`config.mk`:
```
export PLATFORM = sky130hd
export DESIGN_NAME = reg_wb_ctrl
export DESIGN_NICKNAME = d
export VERILOG_FILES = /design/src/rtl/reg_wb_ctrl_pkg.sv /design/src/rtl/reg_wb_ctrl_wb_fifo.sv /design/src/rtl/reg_wb_ctrl.sv
export SDC_FILE = /design/constraint.sdc
export NUM_CORES = 1
export LEC_CHECK = 0
export CORE_ASPECT_RATIO = 0.7
export CORE_MARGIN = 2
export CORE_UTILIZATION = 40
export CTS_CLUSTER_DIAMETER = 200
export DETAILED_ROUTE_END_ITERATION = 8
export GPL_TIMING_DRIVEN = 0
export PLACE_DENSITY = 0.7
export SETUP_SLACK_MARGIN = 0.4
export SLEW_MARGIN = 5
export SYNTH_ARGS = -nofsm -noshare
export SYNTH_HDL_FRONTEND = slang
export SYNTH_SLANG_ARGS = --single-unit
export TNS_END_PERCENT = 50
```
`constraint.sdc`:
```
create_clock -name clk -period 2.6 [get_ports clk]
set_input_delay 0.39 -clock clk [delete_from_list [all_inputs] [get_ports clk]]
set_output_delay 0.39 -clock clk [all_outputs]
set_load 0.02 [all_outputs]
```
`src/rtl/reg_wb_ctrl_pkg.sv`:
```
// Shared definitions for the register writeback controller:
// last-grant encoding, register/data widths and the queue entry layout.
package reg_wb_ctrl_pkg;

  localparam int unsigned REG_ADDR_W = 3;
  localparam int unsigned INT_W      = 8;
  localparam int unsigned DOM_W      = 8;
  localparam int unsigned WB_ADDR_W  = REG_ADDR_W + 1;
  localparam int unsigned PEND_W     = 1 << WB_ADDR_W;

  typedef enum logic {
    LG_INT = 1'b0,
    LG_RNS = 1'b1
  } last_grant_e;

  // Queue entry layout, MSB to LSB: {rns, addr[REG_ADDR_W-1:0], data[data_w-1:0]}
  function automatic int unsigned entry_w(input int unsigned data_w);
    return 1 + REG_ADDR_W + data_w;
  endfunction

  function automatic int unsigned entry_addr_lsb(input int unsigned data_w);
    return data_w;
  endfunction

  function automatic int unsigned entry_rns_bit(input int unsigned data_w);
    return data_w + REG_ADDR_W;
  endfunction

endpackage

```
`src/rtl/reg_wb_ctrl_wb_fifo.sv`:
```
// In-order writeback queue: DEPTH entries of WIDTH bits, pointers wrap
// modulo DEPTH (power of two), occupancy held in a log2(DEPTH)+1 bit counter.
module wb_fifo #(
  parameter int unsigned WIDTH = 8,
  parameter int unsigned DEPTH = 4
) (
  input  logic             clk,
  input  logic             reset,
  input  logic             push,
  input  logic [WIDTH-1:0] push_data,
  input  logic             pop,
  output logic [WIDTH-1:0] head,
  output logic             full,
  output logic             empty
);

  localparam int unsigned PTR_W = (DEPTH > 1) ? $clog2(DEPTH) : 1;
  localparam int unsigned CNT_W = PTR_W + 1;

  logic [WIDTH-1:0] mem [DEPTH];
  logic [PTR_W-1:0] wr_ptr;
  logic [PTR_W-1:0] rd_ptr;
  logic [CNT_W-1:0] count;
  logic             do_push;
  logic             do_pop;

  // Fullness is judged on occupancy before any same-cycle pop.
  always_comb begin
    full    = (count == CNT_W'(DEPTH));
    empty   = (count == '0);
    do_push = push & ~full;
    do_pop  = pop & ~empty;
    head    = mem[rd_ptr];
  end

  // Entry storage; contents need no reset, occupancy gates validity.
  always_ff @(posedge clk) begin
    if (do_push) begin
      mem[wr_ptr] <= push_data;
    end
  end

  // Pointer and occupancy update; push and pop together leave occupancy unchanged.
  always_ff @(posedge clk) begin
    if (reset) begin
      wr_ptr <= '0;
      rd_ptr <= '0;
      count  <= '0;
    end else begin
      if (do_push) wr_ptr <= wr_ptr + PTR_W'(1);
      if (do_pop)  rd_ptr <= rd_ptr + PTR_W'(1);
      case ({do_push, do_pop})
        2'b10:   count <= count + CNT_W'(1);
        2'b01:   count <= count - CNT_W'(1);
        default: count <= count;
      endcase
    end
  end

endmodule

```
`src/rtl/reg_wb_ctrl.sv`:
```
// Register writeback controller: arbitrates integer and RNS results into an
// in-order queue and drains one register-file write per cycle.
// Optional pending-write scoreboard enabled by defining WB_SCOREBOARD_EN.
module reg_wb_ctrl
  import reg_wb_ctrl_pkg::*;
#(
  parameter int unsigned NUM_DOMAINS = 2,
  parameter int unsigned FIFO_DEPTH  = 4
) (
  input  logic                         clk,
  input  logic                         reset,
  input  logic                         int_valid,
  input  logic [REG_ADDR_W-1:0]        int_addr,
  input  logic [INT_W-1:0]             int_data,
  output logic                         int_ready,
  input  logic                         rns_valid,
  input  logic [REG_ADDR_W-1:0]        rns_addr,
  input  logic [NUM_DOMAINS*DOM_W-1:0] rns_data,
  output logic                         rns_ready,
  input  logic                         issue_valid,
  input  logic [WB_ADDR_W-1:0]         issue_addr,
  output logic [PEND_W-1:0]            pending,
  output logic                         wr_en,
  output logic [WB_ADDR_W-1:0]         wr_addr,
  output logic [NUM_DOMAINS*DOM_W-1:0] wr_data,
  output logic                         wr_RNS,
  output logic                         idle
);

  localparam int unsigned DATA_W = NUM_DOMAINS * DOM_W;
  localparam int unsigned ENT_W  = entry_w(DATA_W);
  localparam int unsigned A_LSB  = entry_addr_lsb(DATA_W);
  localparam int unsigned R_BIT  = entry_rns_bit(DATA_W);

  last_grant_e      last_grant;
  logic             push;
  logic [ENT_W-1:0] push_entry;
  logic [ENT_W-1:0] head;
  logic             fifo_full;
  logic             fifo_empty;

  // Round-robin grant between the two producers; the source not granted last wins a tie.
  always_comb begin
    int_ready  = 1'b0;
    rns_ready  = 1'b0;
    push       = 1'b0;
    push_entry = '0;
    if (!reset && !fifo_full) begin
      if (int_valid && (!rns_valid || last_grant == LG_RNS)) begin
        int_ready = 1'b1;
      end else if (rns_valid) begin
        rns_ready = 1'b1;
      end
    end
    push = int_ready | rns_ready;
    if (rns_ready) begin
      push_entry = {1'b1, rns_addr, rns_data};
    end else begin
      push_entry = {1'b0, int_addr, DATA_W'(int_data)};
    end
  end

  // Last-grant state follows each winner; reset favours the integer side on the first tie.
  always_ff @(posedge clk) begin
    if (reset) begin
      last_grant <= LG_RNS;
    end else if (int_ready) begin
      last_grant <= LG_INT;
    end else if (rns_ready) begin
      last_grant <= LG_RNS;
    end
  end

  wb_fifo #(
    .WIDTH(ENT_W),
    .DEPTH(FIFO_DEPTH)
  ) u_fifo (
    .clk      (clk),
    .reset    (reset),
    .push     (push),
    .push_data(push_entry),
    .pop      (~fifo_empty),
    .head     (head),
    .full     (fifo_full),
    .empty    (fifo_empty)
  );

  // Write port: the queue head is popped every non-empty cycle and driven the next cycle.
  always_ff @(posedge clk) begin
    if (reset) begin
      wr_en   <= 1'b0;
      wr_RNS  <= 1'b0;
      wr_addr <= '0;
      wr_data <= '0;
    end else begin
      wr_en <= ~fifo_empty;
      if (!fifo_empty) begin
        wr_RNS  <= head[R_BIT];
        wr_addr <= {head[R_BIT], head[A_LSB +: REG_ADDR_W]};
        wr_data <= head[DATA_W-1:0];
      end
    end
  end

  // Idle when nothing is queued or being written; forced high while in reset.
  always_comb begin
    idle = reset | (fifo_empty & ~wr_en);
  end

`ifdef WB_SCOREBOARD_EN
  logic [PEND_W-1:0] pending_nxt;

  // Issue sets and completed writes clear; a same-index set overrides the clear.
  always_comb begin
    pending_nxt = pending;
    if (wr_en) pending_nxt[wr_addr] = 1'b0;
    if (issue_valid) pending_nxt[issue_addr] = 1'b1;
  end

  // Pending-write flags register.
  always_ff @(posedge clk) begin
    if (reset) begin
      pending <= '0;
    end else begin
      pending <= pending_nxt;
    end
  end
`else
  logic unused_issue;

  // Scoreboard absent: flags tied off and issue inputs deliberately ignored.
  assign pending      = '0;
  assign unused_issue = ^{issue_valid, issue_addr};
`endif

endmodule

```
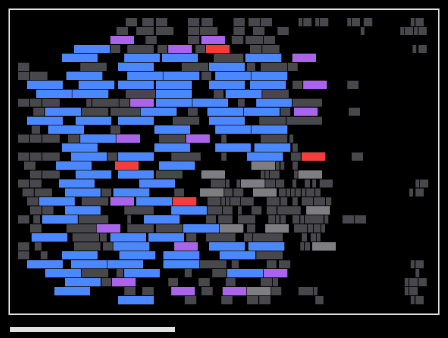
*Sequential cells coloured by netlist name, run 1*
Scale bar: 50 um. Other sequential cells in the stronger grey, the rest of the logic in the fainter grey.
| colour | netlist name | placed flops |
|---|---|---|
| red | wr_addr | 4 |
| blue | u_fifo.mem | 80 |
| purple | wr_data | 16 |
not coloured: 11
FF/Latch Area: 3020 sq um
final core occ: 51.4%
fraction of area in registers: 54.0%
sequential power: 2.49 mW

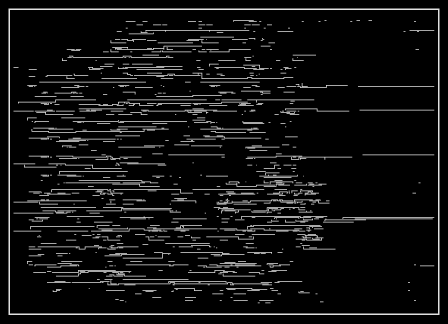
*Metal 1, run 1*
main direction: horizontal
nets with wire on the layer: 341
longest straight run: 32.2 um
wire length on this layer: 3490 um
via count: 2404
met1 Track Usage GR: 19.1%
DRT Wirelength: 7890 um

==> impl_metrics.ini, run 1 <==
; physical design summary
[placement]
io_buffer_count = 58

[clocking]
clockRootBuffer = clkbuf_16
postCtsSetupBuffers = 0
cts_buffers = 9
cts_max_level = 3

[power_and_ir_drop]
p_leak_nw = 2.05
p_per_area_nw_per_um2 = 1040
power_mw = 5.82

[sta]
timing.fmax_mhz = 460
setup_viol = 0
hold_viol = 0
relSlewSlack_pct = 57.7

[yosys]
edf_count = 80
yosys_warnings = 0
aoi_share_pct = 5.96
async_flop_share_pct = 0
ys_sh_mux_pct = 14.4
synthCells = 255
synth_simple_gate_area_share_pct = 4.09

[setup_path]
path_cells = clkdlybuf4s50_1 -> clkbuf_1 -> nor3_4 -> nand2b_1 -> fa_1 -> o21ai_0 -> o211a_1
worstPathMaxFanout = 10
max_stage_delay_ns = 0.43
r2r_start = u_fifo.count[1]
startpoint = reset

[drt]
wl_met3_um = 496
wl_met1_um = 3490
vias_per_cell = 4.84

[outcome]
status = completed

[final_layout]
layout.cells.most_common_list = 80 x edfxtp_1, 55 x clkdlybuf4s50_1, 31 x dfxtp_1

[die]
die-area_sq_um = 11900
initCoreUtil_pct = 40.7
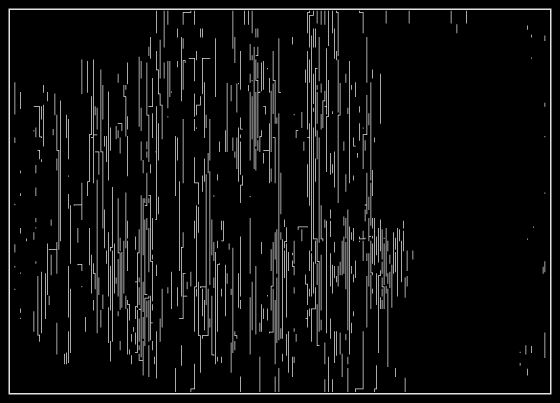
*Metal 2, run 1*
main direction: vertical
nets with wire on the layer: 322
wire length on this layer: 3820 um
share of all routed wire: 48%
longest straight run: 54.4 um
met2 Usage GRT: 21.4%

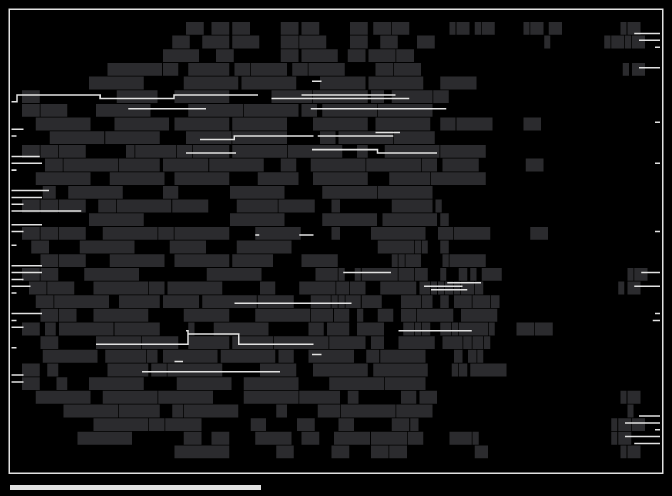
*M3 wires, run 1*
Scale bar: 50 um. Cells faint in the background.
main direction: horizontal
longest straight run: 27.1 um
GR Layer Usage met3: 4.26%

run 1: per-layer routing:
metal | GRT usage, % | vias up
met4 | 3.85 | 0
li1 | - | 1115
met3 | 4.26 | 8
met2 | 21.4 | 82
met1 | 19.1 | 1199
met5 | 0 | -
run 1: registers in the layout, summed over array words and instances, names as in the netlist, named ones only:
register and count:
wr_data 16, last_grant 1, wr_en 1, u_fifo.mem 80
u_fifo.count 3, wr_addr 4, u_fifo.rd_ptr 2, u_fifo.wr_ptr 2
run 1: power breakdown:
part	switching [mW]	internal [mW]
Combinational	0.962	0.945
Clock	0.605	0.815
Sequential	0.174	2.32
run 1: cells by family (layout without fill, tap and decap cells):
kind of cell / Yosys count / count (layout)
flops: 111 / 111
buf+inv: 37 / 111
compound gates: 34 / 34
mux: 33 / 33
simple gates: 32 / 32
fa+ha+maj: 5 / 5
xor+xnor: 2 / 2
other cells: 1 / 16
run 1: final cells by class:
class	count	area (sq um)
Multi-Input combinational cell	122	1250
Inverter	7	26.3
Buffer	30	209
Clock inverter	5	61.3
Fill cell	894	5300
Sequential cell	111	3020
Clock buffer	11	254
Tap cell	153	191
Timing Repair Buffer	58	579
run 1: final timing paths:
check / endpoint / slack [ns] / cells after the start
worst max register to register: u_fifo.count[1] / 0.46 / 7
worst min-delay path: wr_data[14] / 0.48 / 1
worst max-delay path: u_fifo.count[1] / 0.43 / 7
worst min register to register: wr_data[14] / 0.48 / 1
run 1: cell usage after synthesis, types with 2 or more instances:
library cell   n
a21oi_1        2
a22o_1        20
buf_4         17
buf_2          5
o22ai_1        2
and2_1        12
nor3_1         3
edfxtp_1      80
mux4_2        20
clkbuf_1       5
nor2_1         9
o21ai_0        5
ha_1           4
mux2_4        11
buf_6          2
inv_1          7
dfxtp_1       31
run 1: critical path, delay by kind of cell:
kind / cells / cell delay [ns]
buffers and inverters: 2 / 0.68
and+or+nand+nor: 2 / 0.59
adders and majority gates: 1 / 0.43
AOI/OAI and AO/OA: 2 / 0.35
run 1: metrics by stage:
step	TNS [ns]	setup slack [ns]	hold WS [ns]	utilization [%]	cell area, sq um
5_1_grt	0	0.289	0.505	51.4	5590
2_1_floorplan	0	0.526	0.485	-	4490
4_1_cts	0	0.198	0.486	51.3	5590
3_3_place_gp	-43.23	-0.549	0.462	48.3	5260
6_report	0	0.427	0.484	51.4	5590
3_5_place_dp	-46.75	-0.614	0.467	48.3	5260
run 1: repair_timing:
item / CTS / global route
pin swaps: 0 / 0
resized: 10 / 7
setup endpoints to repair: 85 / 25
### Track usage over the die, run 1

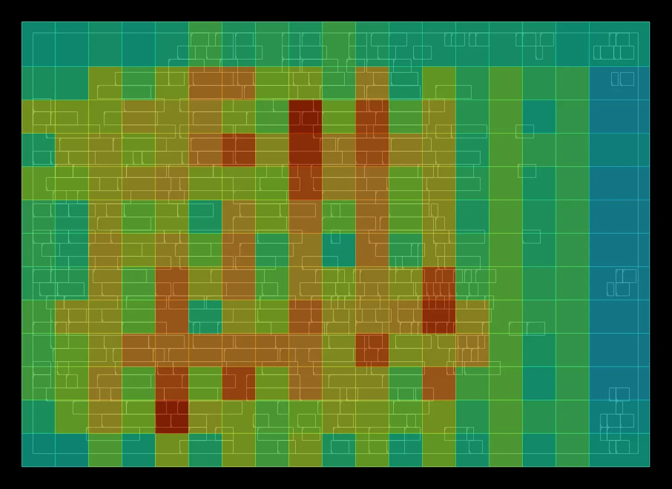

==> run 2, diff against run 1 <==
- PLACE_DENSITY: 0.7 -> 0.72
- clock period: 2.6 -> 1.9 ns (I/O delays scaled with it)
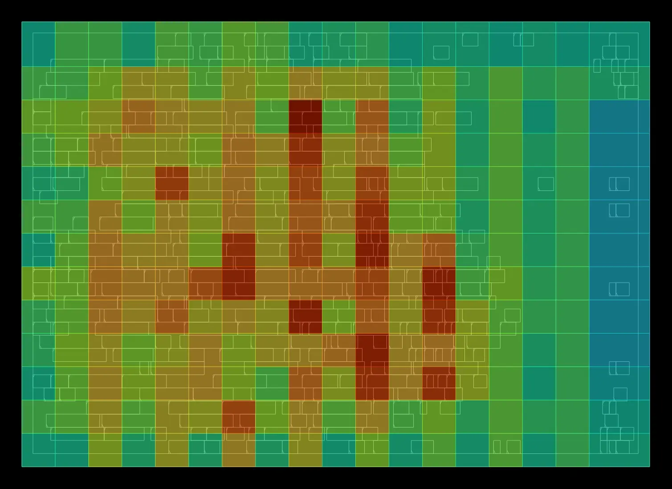
*Track usage over the die, run 2*
Total Routing Usage GR: 16.6%
final core occ: 55.9%
GR Layer Usage met3: 4.78%
met1 Track Usage GR: 21.9%

==> run 2 against run 1 <==
  * The flow now finishes with violations (negative setup slack)
  * Clock skew grew 0.0030 ns
  * Core utilization increased by 4.6 points
  * Sequential share of layout area down 4.3 points
  * Largest cell class unchanged
  * Synthesized cell count unchanged
  * Area after synthesis is the same
  * Hold slack got worse by 0.16 ns
  * Design area up 8.9%
  * Flip-flop count unchanged
  * Final cell count rose by 7.0%
  * Critical path type is now reg2reg
  * Clock-buffer cell count shrank 2
  * Clock power up 37%
==> impl_metrics.ini, run 2 <==
; physical design summary
[outcome]
status = finished, violations left
violations = negative setup slack

[clocking]
clockRootBuffer = clkbuf_16
cts_buffers = 9

[setup_path]
r2r_start = u_fifo.count[0]
worstPathMaxFanout = 6
rrSetupSlack_ns = -0.03
reg2reg_to = u_fifo.mem[2][18]
r2r_cells = 6

[drt]
drt-total-wl_um = 9890
vias_per_cell = 4.94
wl_met1_um = 4270

[final_layout]
fin_area_sq_um = 6090

[power_and_ir_drop]
p_per_area_nw_per_um2 = 1430
p_leak_nw = 2.39
power_mw = 8.72

[sta]
setup_slack_ns = -0.0347
finalSetupTns_ns = -0.176
setup_viol = 11

[die]
initCoreUtil_pct = 40.7

[placement]
io_buffer_count = 58

[worst_hold_path]
hold_end = last_grant

[yosys]
yosys-top-cells-count = 80 x edfxtp_1, 31 x dfxtp_1, 20 x a22o_1, 20 x mux4_2, 17 x buf_4
## run 2: cell counts after synthesis
No cell type changed its count.
## run 2: repair_timing
| action | CTS | global route |
|---|---|---|
| endpoints found under the hold margin | 0 | 0 |
| resized | 95 | 23 |
| endpoints found under the setup margin | 203 | 190 |
| pin swaps | 32 | 25 |
| hold buffers | 0 | 0 |
| setup buffers | 16 | 10 |
| gates cloned | 9 | 0 |
## run 2: worst max-delay path by stage
stage,startpoint,end,slack [ns],cells after the start
global route,u_fifo.count[0],rns_ready,-0.06,5
finish,u_fifo.count[0],u_fifo.mem[2][18],-0.03,6
global placement,rns_valid,u_fifo.mem[0][10],-0.41,4
floorplan,u_fifo.count[1],u_fifo.mem[0][18],0.18,5
CTS,u_fifo.count[0],rns_ready,-0.04,5
detailed placement,reset,u_fifo.count[1],-0.47,7
## run 2: final cells by class
| cell class | count | area (sq um) |
|---|---|---|
| inverters | 7 | 26.3 |
| plain buffers | 30 | 275 |
| flip-flops and latches | 111 | 3030 |
| clock inverters | 7 | 86.3 |
| multi-input cells | 131 | 1450 |
| well taps | 153 | 191 |
| repair buffers | 84 | 805 |
| clock buffers | 9 | 225 |
| fillers | 844 | 4800 |
## run 2: through the flow
| step | instances | util (%) | worst slack, ns |
|---|---|---|---|
| after floorplan | 270 | - | 0.182 |
| after global placement | 481 | 48.8 | -0.411 |
| after detailed placement | 481 | 48.8 | -0.469 |
| after CTS | 522 | 54.4 | -0.0362 |
| after global routing | 532 | 55.9 | -0.0610 |
| final | 532 | 55.9 | -0.0347 |
## run 2: kinds of logic after synthesis
group           after synthesis  share of synthesized area (%)
flops                       111                           68.2
simple gates                 32                           4.09
xor+xnor                      2                          0.395
mux                          33                           14.4
buf+inv                      37                           5.28
fa+ha+maj                     5                           1.58
other cells                   1                         0.0846
compound gates               34                           5.96
## run 2: worst max-delay path: stages, from the launching register on
cell and delay (ns):
dfxtp_2 0.32, buf_6 0.12, or3b_4 0.39, and4_4 0.20, clkbuf_16 0.15, buf_4 0.17, mux2_4 0.33
## run 2: where the power goes
| part | switching (mW) | leakage [nW] | internal [mW] |
|---|---|---|---|
| registers | 0.272 | 0.996 | 3.18 |
| logic | 1.67 | 1.24 | 1.67 |
| clock network | 0.888 | 0.154 | 1.05 |
## run 2: routing by layer
metal | up-vias | track usage (%)
met5 | - | 0
met2 | 88 | 26.6
li1 | 1202 | -
met3 | 15 | 4.78
met4 | 0 | 5.20
met1 | 1323 | 21.9
Power and IR drop assume default switching activity.
